==> config.mk <==
export PLATFORM = sky130hd
export DESIGN_NAME = key_switch_io_flat
export DESIGN_NICKNAME = d
export VERILOG_FILES = /design/src/rtl/key_switch_io_pkg.sv /design/src/rtl/key_switch_io_if.sv /design/src/rtl/key_switch_io_debounce_bit.sv /design/src/rtl/key_switch_io.sv /design/src/flat_wrapper.sv
export SDC_FILE = /design/constraint.sdc
export NUM_CORES = 1
export LEC_CHECK = 0
export ABC_AREA = 0
export CELL_PAD_IN_SITES_DETAIL_PLACEMENT = 0
export CELL_PAD_IN_SITES_GLOBAL_PLACEMENT = 1
export CORE_MARGIN = 3
export CORE_UTILIZATION = 30
export CTS_CLUSTER_SIZE = 30
export DETAILED_ROUTE_END_ITERATION = 12
export PLACE_DENSITY_LB_ADDON = 0.2
export SLEW_MARGIN = 20
export SYNTH_ARGS = -nofsm -noshare
export SYNTH_HDL_FRONTEND = slang
export SYNTH_SLANG_ARGS = --single-unit
==> constraint.sdc <==
create_clock -name clk -period 3.2 [get_ports clk]
set_clock_uncertainty 0.15 [all_clocks]
set_input_delay 0.64 -clock clk [delete_from_list [all_inputs] [get_ports clk]]
set_output_delay 0.64 -clock clk [all_outputs]
set_load 0.03 [all_outputs]
==> src/rtl/key_switch_io_pkg.sv <==
// key_switch_io_pkg
//   Shared constants and types for the KEY/SW memory-mapped input block:
//   register addresses, the bad-read pattern, register-select encoding and
//   the address decode helper.
package key_switch_io_pkg;

  localparam int NUM_KEYS = 4;
  localparam int NUM_SW   = 10;
  localparam int NUM_IN   = NUM_KEYS + NUM_SW;

  localparam logic [15:0] IO_KDATA = 16'hFFF0;
  localparam logic [15:0] IO_SDATA = 16'hFFF2;
  localparam logic [15:0] IO_KCTRL = 16'hFFF4;
  localparam logic [15:0] IO_SCTRL = 16'hFFF6;
  localparam logic [15:0] IO_BAD   = 16'hDEAD;

  // addr[2:1] selects one of the four registers inside the 8-byte window
  typedef enum logic [1:0] {
    REG_KDATA = 2'd0,
    REG_SDATA = 2'd1,
    REG_KCTRL = 2'd2,
    REG_SCTRL = 2'd3
  } reg_sel_e;

  function automatic logic io_hit(input logic [15:0] a);
    return a[15:3] == IO_KDATA[15:3];
  endfunction

endpackage

==> src/rtl/key_switch_io_if.sv <==
// key_switch_io_if
//   M-stage data-memory bus as seen by the IO block.
//   master (CPU): drives addr/we/wdata, receives hit/rdata.
//   slave  (IO block): decodes addr, returns hit and combinational rdata.
interface key_switch_io_if #(parameter int DBITS = 16);
  logic [DBITS-1:0] addr;
  logic             we;
  logic [DBITS-1:0] wdata;
  logic             hit;
  logic [DBITS-1:0] rdata;

  modport master (output addr, we, wdata, input hit, rdata);
  modport slave  (input addr, we, wdata, output hit, rdata);
endinterface

==> src/rtl/key_switch_io_debounce_bit.sv <==
// debounce_bit
//   One input bit: 2-flop synchroniser, tick-sampled agreement counter and
//   debounced level.
//   clk, reset : clock, synchronous active-high reset
//   tick       : one-cycle sample strobe from the shared prescaler
//   pin        : raw asynchronous input
//   db         : debounced level
//   chg        : high in the cycle db is about to take the synchronised value
//                (db still shows the old level during that cycle)
module debounce_bit #(
  parameter int DEB_TICKS = 4,
  parameter bit RESET_VAL = 1'b0
) (
  input  logic clk,
  input  logic reset,
  input  logic tick,
  input  logic pin,
  output logic db,
  output logic chg
);

  logic [1:0] sync;
  logic [3:0] cnt;
  logic       sync_v;

  assign sync_v = sync[1];
  assign chg    = tick && (sync_v != db) && (cnt == 4'(DEB_TICKS - 1));

  always_ff @(posedge clk) begin
    if (reset) begin
      sync <= {2{RESET_VAL}};
      cnt  <= '0;
      db   <= RESET_VAL;
    end else begin
      sync <= {sync[0], pin};
      if (tick) begin
        if (sync_v == db) begin
          cnt <= '0;                 // agreement (or glitch over) drops any partial count
        end else if (chg) begin
          db  <= sync_v;
          cnt <= '0;
        end else begin
          cnt <= cnt + 4'd1;
        end
      end
    end
  end

endmodule

==> src/rtl/key_switch_io.sv <==
// key_switch_io
//   Memory-mapped KEY[3:0]/SW[9:0] input controller feeding the dmemout mux.
//   Debounces the pins, exposes levels (KDATA/SDATA) and sticky press/change
//   flags (KCTRL/SCTRL, write-1-to-clear).
//   clk, reset : clock, synchronous active-high reset
//   KEY        : raw active-low push-buttons
//   SW         : raw slide switches
//   bus        : M-stage bus (addr, we, wdata in; hit, rdata out)
module key_switch_io
  import key_switch_io_pkg::*;
#(
  parameter int DBITS       = 16,
  parameter int TICK_CYCLES = 50000,
  parameter int DEB_TICKS   = 4
) (
  input  logic                 clk,
  input  logic                 reset,
  input  logic [NUM_KEYS-1:0]  KEY,
  input  logic [NUM_SW-1:0]    SW,
  key_switch_io_if.slave       bus
);

  localparam int PW = (TICK_CYCLES > 2) ? $clog2(TICK_CYCLES) : 1;
  localparam logic [PW-1:0] PRE_LAST = PW'(TICK_CYCLES - 1);

  // ---- sample tick ----
  logic [PW-1:0] presc;
  logic          tick;

  always_ff @(posedge clk) begin
    if (reset) begin
      presc <= '0;
      tick  <= 1'b0;
    end else begin
      presc <= (presc == PRE_LAST) ? '0 : presc + PW'(1);
      tick  <= (presc == PRE_LAST);  // high in the cycle presc shows 0 again
    end
  end

  // ---- power-up arming: flags stay quiet until the first full debounce
  //      window after reset has passed, so the initial switch image is not
  //      reported as a change ----
  logic [4:0] arm_cnt;
  logic       armed;

  always_ff @(posedge clk) begin
    if (reset) begin
      arm_cnt <= '0;
      armed   <= 1'b0;
    end else if (tick && !armed) begin
      arm_cnt <= arm_cnt + 5'd1;
      if (arm_cnt == 5'(DEB_TICKS)) armed <= 1'b1;
    end
  end

  // ---- debouncers: bits [3:0] keys, [13:4] switches ----
  logic [NUM_IN-1:0] raw, db, chg;
  assign raw = {SW, KEY};

  for (genvar g = 0; g < NUM_IN; g++) begin : g_deb
    debounce_bit #(
      .DEB_TICKS (DEB_TICKS),
      .RESET_VAL ((g < NUM_KEYS) ? 1'b1 : 1'b0)
    ) u_deb (
      .clk   (clk),
      .reset (reset),
      .tick  (tick),
      .pin   (raw[g]),
      .db    (db[g]),
      .chg   (chg[g])
    );
  end

  logic [NUM_KEYS-1:0] keys_db, kpress;
  logic [NUM_SW-1:0]   sw_db, swchg;

  assign keys_db = db[NUM_KEYS-1:0];
  assign sw_db   = db[NUM_IN-1:NUM_KEYS];
  // chg fires while db still holds the old level: old 1 means a press
  assign kpress  = chg[NUM_KEYS-1:0] & keys_db & {NUM_KEYS{armed}};
  assign swchg   = chg[NUM_IN-1:NUM_KEYS] & {NUM_SW{armed}};

  // ---- decode ----
  reg_sel_e sel;
  logic     wr_k, wr_s;

  assign bus.hit = io_hit(bus.addr[15:0]);
  assign sel     = reg_sel_e'(bus.addr[2:1]);
  assign wr_k    = bus.hit && bus.we && (sel == REG_KCTRL);
  assign wr_s    = bus.hit && bus.we && (sel == REG_SCTRL);

  // ---- sticky flags: W1C, set wins over clear ----
  logic [NUM_KEYS-1:0] krdy, kovr, kclr;
  logic [NUM_SW-1:0]   schg, sclr;
  logic                sovr, soclr;

  assign kclr  = wr_k ? bus.wdata[3:0] : '0;
  assign sclr  = wr_s ? bus.wdata[9:0] : '0;
  assign soclr = wr_s && bus.wdata[15];

  always_ff @(posedge clk) begin
    if (reset) begin
      krdy <= '0;
      kovr <= '0;
      schg <= '0;
      sovr <= 1'b0;
    end else begin
      krdy <= (krdy & ~kclr) | kpress;
      kovr <= (kovr & ~bus.wdata[7:4] & ~{NUM_KEYS{~wr_k}} | kovr & {NUM_KEYS{~wr_k}})
              | (kpress & krdy);
      schg <= (schg & ~sclr) | swchg;
      sovr <= (sovr & ~soclr) | (|(swchg & schg));
    end
  end

  // ---- read mux ----
  always_comb begin
    bus.rdata = DBITS'(IO_BAD);
    if (bus.hit) begin
      case (sel)
        REG_KDATA: bus.rdata = DBITS'({12'b0, keys_db});
        REG_SDATA: bus.rdata = DBITS'({6'b0, sw_db});
        REG_KCTRL: bus.rdata = DBITS'({8'b0, kovr, krdy});
        REG_SCTRL: bus.rdata = DBITS'({sovr, 5'b0, schg});
        default:   bus.rdata = DBITS'(IO_BAD);
      endcase
    end
  end

  // byte-lane bit and unmapped write bits carry no meaning here
  logic unused_bits;
  assign unused_bits = ^{bus.addr[0], bus.wdata[14:10]};

endmodule

==> src/flat_wrapper.sv <==
// flat-port wrapper written by rule: the top's interface ports become plain ports
module key_switch_io_flat import key_switch_io_pkg::*;
#(
  parameter int DBITS       = 16,
  parameter int TICK_CYCLES = 50000,
  parameter int DEB_TICKS   = 4
)
  (clk, reset, KEY, SW, bus_addr, bus_we, bus_wdata, bus_hit, bus_rdata);
  key_switch_io_if #(.DBITS(DBITS)) bus_i ();
  input  logic clk;
  input  logic reset;
  input  logic [NUM_KEYS-1:0] KEY;
  input  logic [NUM_SW-1:0] SW;
  input wire logic [$bits(bus_i.addr)-1:0] bus_addr;
  input wire logic [$bits(bus_i.we)-1:0] bus_we;
  input wire logic [$bits(bus_i.wdata)-1:0] bus_wdata;
  output wire logic [$bits(bus_i.hit)-1:0] bus_hit;
  output wire logic [$bits(bus_i.rdata)-1:0] bus_rdata;
  assign bus_i.addr = bus_addr;
  assign bus_i.we = bus_we;
  assign bus_i.wdata = bus_wdata;
  assign bus_hit = bus_i.hit;
  assign bus_rdata = bus_i.rdata;
  key_switch_io #(.DBITS(DBITS), .TICK_CYCLES(TICK_CYCLES), .DEB_TICKS(DEB_TICKS)) u_core (.clk(clk), .reset(reset), .KEY(KEY), .SW(SW), .bus(bus_i));
endmodule
Fig. 1: run 1, the clock network
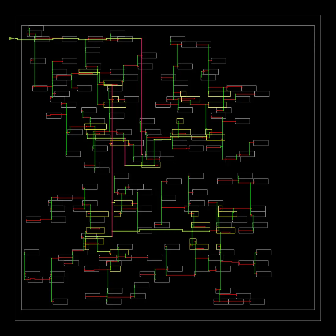
number of flip-flops and latches: 140
insertion delay at the late pin of the worst-skew pair: 0.42 ns
clock network power: 0.00209 W
number of clock buffers inserted by TritonCTS: 17
layout clock buffer count: 18

Fig. 2: run 1, ports around the boundary
Bar = 50 um. Pins as bars across the die edge, other pins in gray.
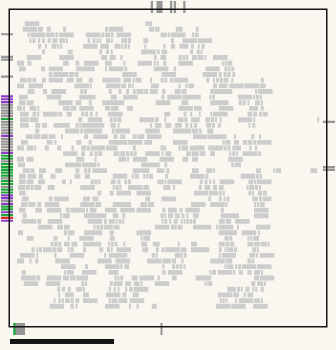
[reset] red | pins: 1 | direction: input | edge: left
[bus_addr] green | pins: 16 | direction: input | edge: 15 left, 1 bottom
[SW] purple | pins: 10 | direction: input | edge: left
all pins by edge: 49 left, 7 bottom, 7 top, 3 right

==> report_table.html, run 1 <==
<h2>Implementation results</h2>
<table>
<tr><th>Metric</th><th>Value</th></tr>
<tr><th colspan="2">Clock network</th></tr>
<tr><td>Clock sink count</td><td>140</td></tr>
<tr><td>Register clock-pin slew on the reported worst setup and hold paths</td><td>0.06 ns</td></tr>
<tr><td>CTS tree</td><td>built</td></tr>
<tr><td>Total number of H-tree levels</td><td>4</td></tr>
<tr><td>Root Buffer Master</td><td>sky130_fd_sc_hd__clkbuf_16</td></tr>
<tr><th colspan="2">GRT</th></tr>
<tr><td>Maximum number of pins on one net before global-route repair</td><td>94</td></tr>
<tr><td>Grt total ovfl</td><td>0</td></tr>
<tr><th colspan="2">Pwr</th></tr>
<tr><td>Combinational share of power</td><td>0.036</td></tr>
<tr><td>Group drawing the most power</td><td>clock</td></tr>
<tr><td>Power per standard cell area</td><td>509 mW/mm2</td></tr>
<tr><td>Psw</td><td>0.000846 W</td></tr>
<tr><th colspan="2">Routing</th></tr>
<tr><td>DRC marker count from the first detailed-route iteration</td><td>347</td></tr>
<tr><th colspan="2">Finish</th></tr>
<tr><td>Comb gates</td><td>531</td></tr>
<tr><td>Clock tree cell share of total cell area</td><td>0.0805</td></tr>
<tr><td>Total of fill cells in the finished design</td><td>2,060</td></tr>
<tr><td>Multi-input gate share of the layout cell area</td><td>0.420</td></tr>
<tr><td>NonClk Buf Share</td><td>0.0859</td></tr>
<tr><td>Share of layout cells above drive strength 1</td><td>0.108</td></tr>
<tr><th colspan="2">Logic synthesis</th></tr>
<tr><td>Count of instantiated cells in the yosys netlist</td><td>739</td></tr>
<tr><td>Yosys stat area</td><td>0.00640 mm2</td></tr>
<tr><th colspan="2">Worst setup path</th></tr>
<tr><td>Worst EP required</td><td>2.41 ns</td></tr>
<tr><td>Worst setup path class</td><td>primary input to output port</td></tr>
<tr><td>Data arrival time of the critical path</td><td>2.36 ns</td></tr>
<tr><th colspan="2">Run status</th></tr>
<tr><td>Outcome</td><td>finished clean</td></tr>
<tr><th colspan="2">Final timing</th></tr>
<tr><td>Transition at the pin with the smallest max-transition slack</td><td>0.835 ns</td></tr>
<tr><td>Highest attainable clock frequency</td><td>317 MHz</td></tr>
<tr><td>Max-slew violation total from the final report</td><td>0</td></tr>
<tr><th colspan="2">Hold path</th></tr>
<tr><td>Instance count along the most critical hold path</td><td>1</td></tr>
<tr><th colspan="2">Floorplan</th></tr>
<tr><td>Pre-Place Util</td><td>0.310</td></tr>
</table>
Fig. 3: run 1, a small window of the routed layout
Bar = 5 um. Window x 66 to 86, y 96 to 116 um. Cells in gray, sequential cells in the stronger gray; small squares are vias.
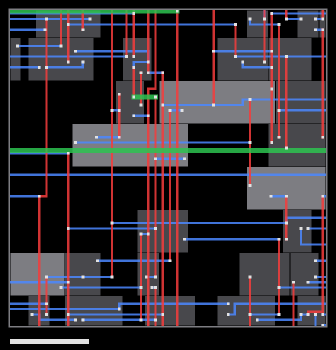
[met1] blue
[met3] green
[met2] red
cells with their middle in the window: 23
sequential cells in the window: 3
most frequent: dfxtp_1 (3)

-- run 1: sequential cells by signal, summed over array words and instances, names as in the netlist, 4 cells and up --
name,flops
u_core.presc,16
u_core.g_deb.u_deb.cnt,56
u_core.arm_cnt,5
u_core.g_deb.u_deb.sync,28
u_core.kovr,4
u_core.g_deb.u_deb.db,14
u_core.schg,10
u_core.krdy,4
-- run 1: layout by cell type (no fill, tap or decap), drive strengths merged, types with 9 or more instances in the layout --
master         count
nand4b            16
nand4              9
dfxtp            140
nand3             33
buf               21
inv               31
ha                17
clkinv             9
and3              15
xnor2             16
mux2i              9
nor2b             24
o21ai             45
nor2             100
nor3b             20
clkdlybuf4s50     41
or2               12
a21oi             77
nand2             44
clkbuf            18
xor2              25
nor3               9
-- run 1: metrics by stage --
stage,total power (W),setup slack (ns),cells,util
2_1_floorplan,0.00188,0.418,739,-
3_3_place_gp,0.00196,-0.0731,1041,0.351
3_5_place_dp,0.00196,-0.0901,1041,0.351
4_1_cts,0.00407,0.0150,1073,0.381
5_1_grt,0.00416,0.0188,1073,0.382
6_report,0.00401,0.0495,1073,0.382
-- run 1: per-layer routing --
layer / track usage / vias up
met5: 0 / -
met4: 0.0372 / 0
met3: 0.0327 / 10
met2: 0.208 / 111
met1: 0.181 / 2462
li1: - / 2650
-- run 1: how the worst max path moves through the flow --
stage                start             to  slack (ns)  cells after the start
6_report       bus_addr[7]  bus_rdata[15]        0.05                      6
5_1_grt        bus_addr[7]  bus_rdata[15]        0.02                      6
4_1_cts        bus_addr[7]  bus_rdata[10]        0.01                      6
3_5_place_dp   bus_addr[2]   bus_rdata[2]       -0.09                      4
3_3_place_gp   bus_addr[2]   bus_rdata[2]       -0.07                      4
2_1_floorplan  bus_addr[3]   bus_rdata[4]        0.42                      5
-- run 1: timing repair --
action	4_1_cts	5_1_grt
pin swaps	0	0
buffers inserted	0	0
gates cloned	0	0
gates resized	3	6
setup endpoints to repair	4	7
-- run 1: Yosys cell counts (all sizes together), types with 6 or more instances --
master	count	area, um2
inv	31	116
a22oi	6	45.0
nor2	100	383
or3b	7	66.3
nand3b	6	45.0
or2	12	75.1
ha	17	213
nand2b	6	37.5
buf	18	104
nor2b	24	150
nand2	44	165
clkbuf	19	71.3
nand4b	16	140
nor3b	20	150
a21oi	77	385
xor2	25	219
mux2	6	67.6
xnor2	16	140
o21ai	45	225
nand3	33	165
dfxtp	140	2800
mux2i	9	90.1
nand4	9	56.3
nor3	9	87.6
and3	15	95.1
-- run 1: logic make-up after synthesis --
| logic type | synth area share |
|---|---|
| compound gates | 0.124 |
| xor+xnor | 0.0561 |
| fa+ha+maj | 0.0332 |
| buf+inv | 0.0455 |
| flops | 0.438 |
| mux | 0.0387 |
| other cells | 0.000586 |
| simple gates | 0.264 |
-- run 1: worst max-delay path, cell delays in order --
cell	delay, ns
sky130_fd_sc_hd__clkdlybuf4s50_1	0.45
sky130_fd_sc_hd__nand4_1	0.10
sky130_fd_sc_hd__nor4_2	0.27
sky130_fd_sc_hd__buf_4	0.21
sky130_fd_sc_hd__nand2_1	0.08
sky130_fd_sc_hd__clkdlybuf4s50_1	0.60
Fig. 4: run 1, logic cells by family
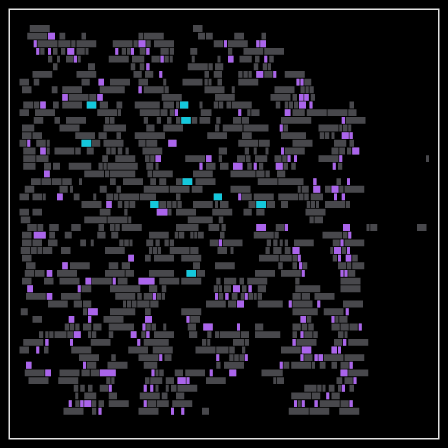

==> inputs of run 2 (changes only) <==
--- a/config.mk
+++ b/config.mk
@@ -8,7 +8,6 @@
 export ABC_AREA = 0
 export CELL_PAD_IN_SITES_DETAIL_PLACEMENT = 0
 export CELL_PAD_IN_SITES_GLOBAL_PLACEMENT = 1
-export CORE_MARGIN = 3
 export CORE_UTILIZATION = 30
 export CTS_CLUSTER_SIZE = 30
 export DETAILED_ROUTE_END_ITERATION = 12
Fig. 5: run 2, logic cells by family
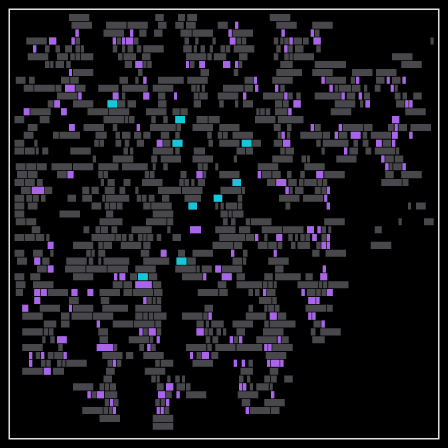
[AND-OR and OR-AND gates] cyan | cells: 9
[NOR gates] purple | cells: 159 | where: all over the die

Fig. 6: run 2, wire density map
The die is cut into 30 by 30 equal tiles; white is low, dark blue is high, scaled to the fullest tile. Values are wire area over tile area, all layers added.
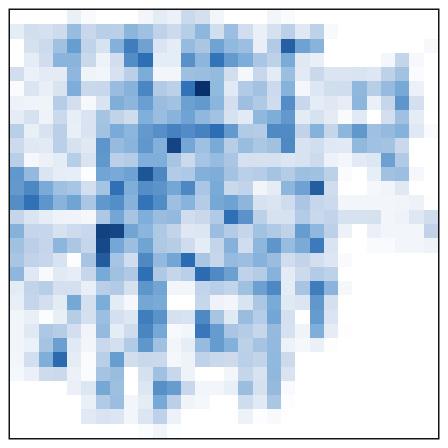
fullest tile: 0.47
nearly empty tiles: 24%
emptiest ninth of the die: bottom right
mean over tiles: 0.11
tiles over half the peak: 12%

==> report_table.html, run 2 <==
<h2>Implementation results</h2>
<table>
<tr><th>Metric</th><th>Value</th></tr>
<tr><th colspan="2">Run status</th></tr>
<tr><td>Outcome</td><td>finished clean</td></tr>
<tr><th colspan="2">Finish</th></tr>
<tr><td>Registers with the most flip-flops</td><td>u_core.g_deb.u_deb.cnt (56), u_core.g_deb.u_deb.sync (28), u_core.presc (16)</td></tr>
<tr><td>Register name with the most flops</td><td>u_core.g_deb.u_deb.cnt</td></tr>
<tr><td>Flip-flop count of the largest register, all copies and words added</td><td>56 (unchanged)</td></tr>
<tr><td>Share of layout cells above drive strength 1</td><td>0.116 (+0.00742)</td></tr>
<tr><th colspan="2">Logic synthesis</th></tr>
<tr><td>Dominant cell area share</td><td>0.438 (unchanged)</td></tr>
<tr><td>Count of instantiated cells in the yosys netlist</td><td>739 (unchanged)</td></tr>
<tr><td>Top cell type by total area after synthesis</td><td>sky130_fd_sc_hd__dfxtp_1</td></tr>
<tr><td>Yosys stat area</td><td>0.00640 mm2 (unchanged)</td></tr>
<tr><td>Most instantiated library cell after synthesis</td><td>sky130_fd_sc_hd__dfxtp_1</td></tr>
<tr><th colspan="2">Pwr</th></tr>
<tr><td>Psw</td><td>0.000891 W (+5.3%)</td></tr>
<tr><td>Combinational share of power</td><td>0.040 (+0.004)</td></tr>
<tr><td>Power per standard cell area</td><td>485 mW/mm2 (-4.8%)</td></tr>
<tr><td>Total power draw</td><td>0.00382 W (-4.8%)</td></tr>
<tr><th colspan="2">Worst setup path</th></tr>
<tr><td>Standard cell with the maximum stage delay on the critical path</td><td>sky130_fd_sc_hd__clkdlybuf4s50_1</td></tr>
<tr><td>Worst EP required</td><td>2.41 ns (about the same)</td></tr>
<tr><td>Count of buffering cells on the critical path with inverters included</td><td>3 (unchanged)</td></tr>
<tr><td>Delay of the slowest cell on the worst path</td><td>0.50 ns (-0.10 ns)</td></tr>
<tr><td>Critical path depth</td><td>5 (-1)</td></tr>
<tr><td>Dominant delay contributor by cell family on the critical path</td><td>buffers and inverters</td></tr>
<tr><td>Cell Chain, Critical Path</td><td>clkdlybuf4s50_1 -&gt; buf_12 -&gt; mux4_2 -&gt; nand2b_1 -&gt; dlygate4sd2_1</td></tr>
<tr><td>Worst setup path class</td><td>primary input to output port</td></tr>
<tr><th colspan="2">Clock network</th></tr>
<tr><td>Register clock-pin slew on the reported worst setup and hold paths</td><td>0.06 ns (about the same)</td></tr>
<tr><td>Root Buffer Master</td><td>sky130_fd_sc_hd__clkbuf_16</td></tr>
<tr><td>Insertion delay at the late pin of the worst-skew pair</td><td>0.42 ns (about the same)</td></tr>
<tr><td>CTS tree</td><td>built</td></tr>
<tr><td>Clock sink count</td><td>140 (unchanged)</td></tr>
<tr><td>Total number of H-tree levels</td><td>4 (unchanged)</td></tr>
<tr><td>Number of clock buffers inserted by TritonCTS</td><td>17 (unchanged)</td></tr>
<tr><th colspan="2">Floorplan</th></tr>
<tr><td>Pre-Place Util</td><td>0.306 (-0.00489)</td></tr>
<tr><th colspan="2">GRT</th></tr>
<tr><td>Grt total ovfl</td><td>0 (unchanged)</td></tr>
<tr><td>Global-route wire length before repair</td><td>25,100 um</td></tr>
<tr><td>Maximum number of pins on one net before global-route repair</td><td>73 (-22%)</td></tr>
<tr><th colspan="2">Final timing</th></tr>
<tr><td>Transition at the pin with the smallest max-transition slack</td><td>0.628 ns (-0.207 ns)</td></tr>
<tr><td>Highest attainable clock frequency</td><td>321 MHz (+1.1%)</td></tr>
<tr><td>Setup WS post-layout</td><td>0.0836 ns (+0.0341 ns)</td></tr>
<tr><td>Max-slew violation total from the final report</td><td>0 (unchanged)</td></tr>
<tr><th colspan="2">Hold path</th></tr>
<tr><td>Instance count along the most critical hold path</td><td>1 (unchanged)</td></tr>
<tr><th colspan="2">Routing</th></tr>
<tr><td>DRC marker count from the first detailed-route iteration</td><td>271 (-22%)</td></tr>
<tr><th colspan="2">Placement</th></tr>
<tr><td>Cell count after placement</td><td>1,055 (+1.3%)</td></tr>
<tr><td>Setup slack at placement</td><td>-0.258 ns (-0.168 ns)</td></tr>
</table>
[run 2: cell types whose count changed in the layout (fill, tap and decap cells not counted), moves of 2 or more]
cell                             delta
sky130_fd_sc_hd__clkinv_2           -2
sky130_fd_sc_hd__clkinvlp_4         +2
sky130_fd_sc_hd__bufinv_16          -3
sky130_fd_sc_hd__clkinv_4           -2
sky130_fd_sc_hd__dlygate4sd2_1      +6
sky130_fd_sc_hd__inv_6              +5
sky130_fd_sc_hd__dlymetal6s2s_1     -5
sky130_fd_sc_hd__buf_4              +6
[run 2: cell families (layout without fill, tap and decap cells)]
logic type / after synthesis / count (layout) / synth area share
buf+inv: 68 / 141 / 0.0455
simple gates: 310 / 310 / 0.264
mux: 19 / 19 / 0.0387
xor+xnor: 41 / 41 / 0.0561
flops: 140 / 140 / 0.438
compound gates: 143 / 143 / 0.124
other cells: 1 / 1 / 0.000586
fa+ha+maj: 17 / 17 / 0.0332
[run 2: metal layers]
layer | global-route usage | wire, um | part of all wire | vias to the layer above
met5 | 0 | 0 | 0 | -
met4 | 0.0536 | 197 | 0.013 | 0
met3 | 0.0411 | 581 | 0.038 | 13
met2 | 0.238 | 6970 | 0.46 | 92
met1 | 0.184 | 7440 | 0.49 | 2478
li1 | - | - | - | 2674
[run 2: repair_timing]
action | 4_1_cts | 5_1_grt
resized | 12 | 4
setup endpoints to repair | 10 | 3
hold endpoints to repair | 0 | 0
cloned | 0 | 0
pin swaps | 0 | 1
[run 2: worst register-to-register path: cells and delay by family, from the launching register on]
kind | cells | cell delay [ns]
and+or+nand+nor | 2 | 0.65
adders and majority gates | 1 | 0.20
AOI/OAI and AO/OA | 3 | 0.62
DFF | 1 | 0.37
[run 2: path summary, 6_finish.rpt]
kind / endpoint / from / slack, ns
worst max-delay path: bus_rdata[2] / bus_addr[2] / 0.08
worst min-delay path: u_core.g_deb[1].u_deb.sync[1] / u_core.g_deb[1].u_deb.sync[0] / 0.27
worst max register to register: u_core.sovr / u_core.g_deb[10].u_deb.cnt[0] / 1.11
worst min register to register: u_core.g_deb[1].u_deb.sync[1] / u_core.g_deb[1].u_deb.sync[0] / 0.27
[run 2: per-stage QoR]
stage / util / instance area [um2]
after CTS: 0.376 / 7880
after detailed placement: 0.349 / 7320
after global placement: 0.349 / 7320
final: 0.376 / 7880
after floorplan: - / 6400
after global routing: 0.376 / 7880
[run 2: cell type report]
class                   instances  area (um2)
flip-flops and latches        140        2800
fillers                      2167       13100
multi-input cells             531        3310
well taps                     275         344
inverters                      31         116
clock buffers                  18         429
clock inverters                14         136
repair buffers                 78         737
[run 2: power by group through the flow]
| stage | clock (W) | combinational, W | sequential [W] |
|---|---|---|---|
| floorplan | 0 | 0.0000716 | 0.00181 |
| global placement | 0 | 0.000153 | 0.00181 |
| detailed placement | 0 | 0.000154 | 0.00181 |
| CTS | 0.00195 | 0.000154 | 0.00177 |
| global route | 0.00203 | 0.000165 | 0.00178 |
| finish | 0.00189 | 0.000151 | 0.00177 |
No activity file was given, so power comes from the tool's default toggle rates.
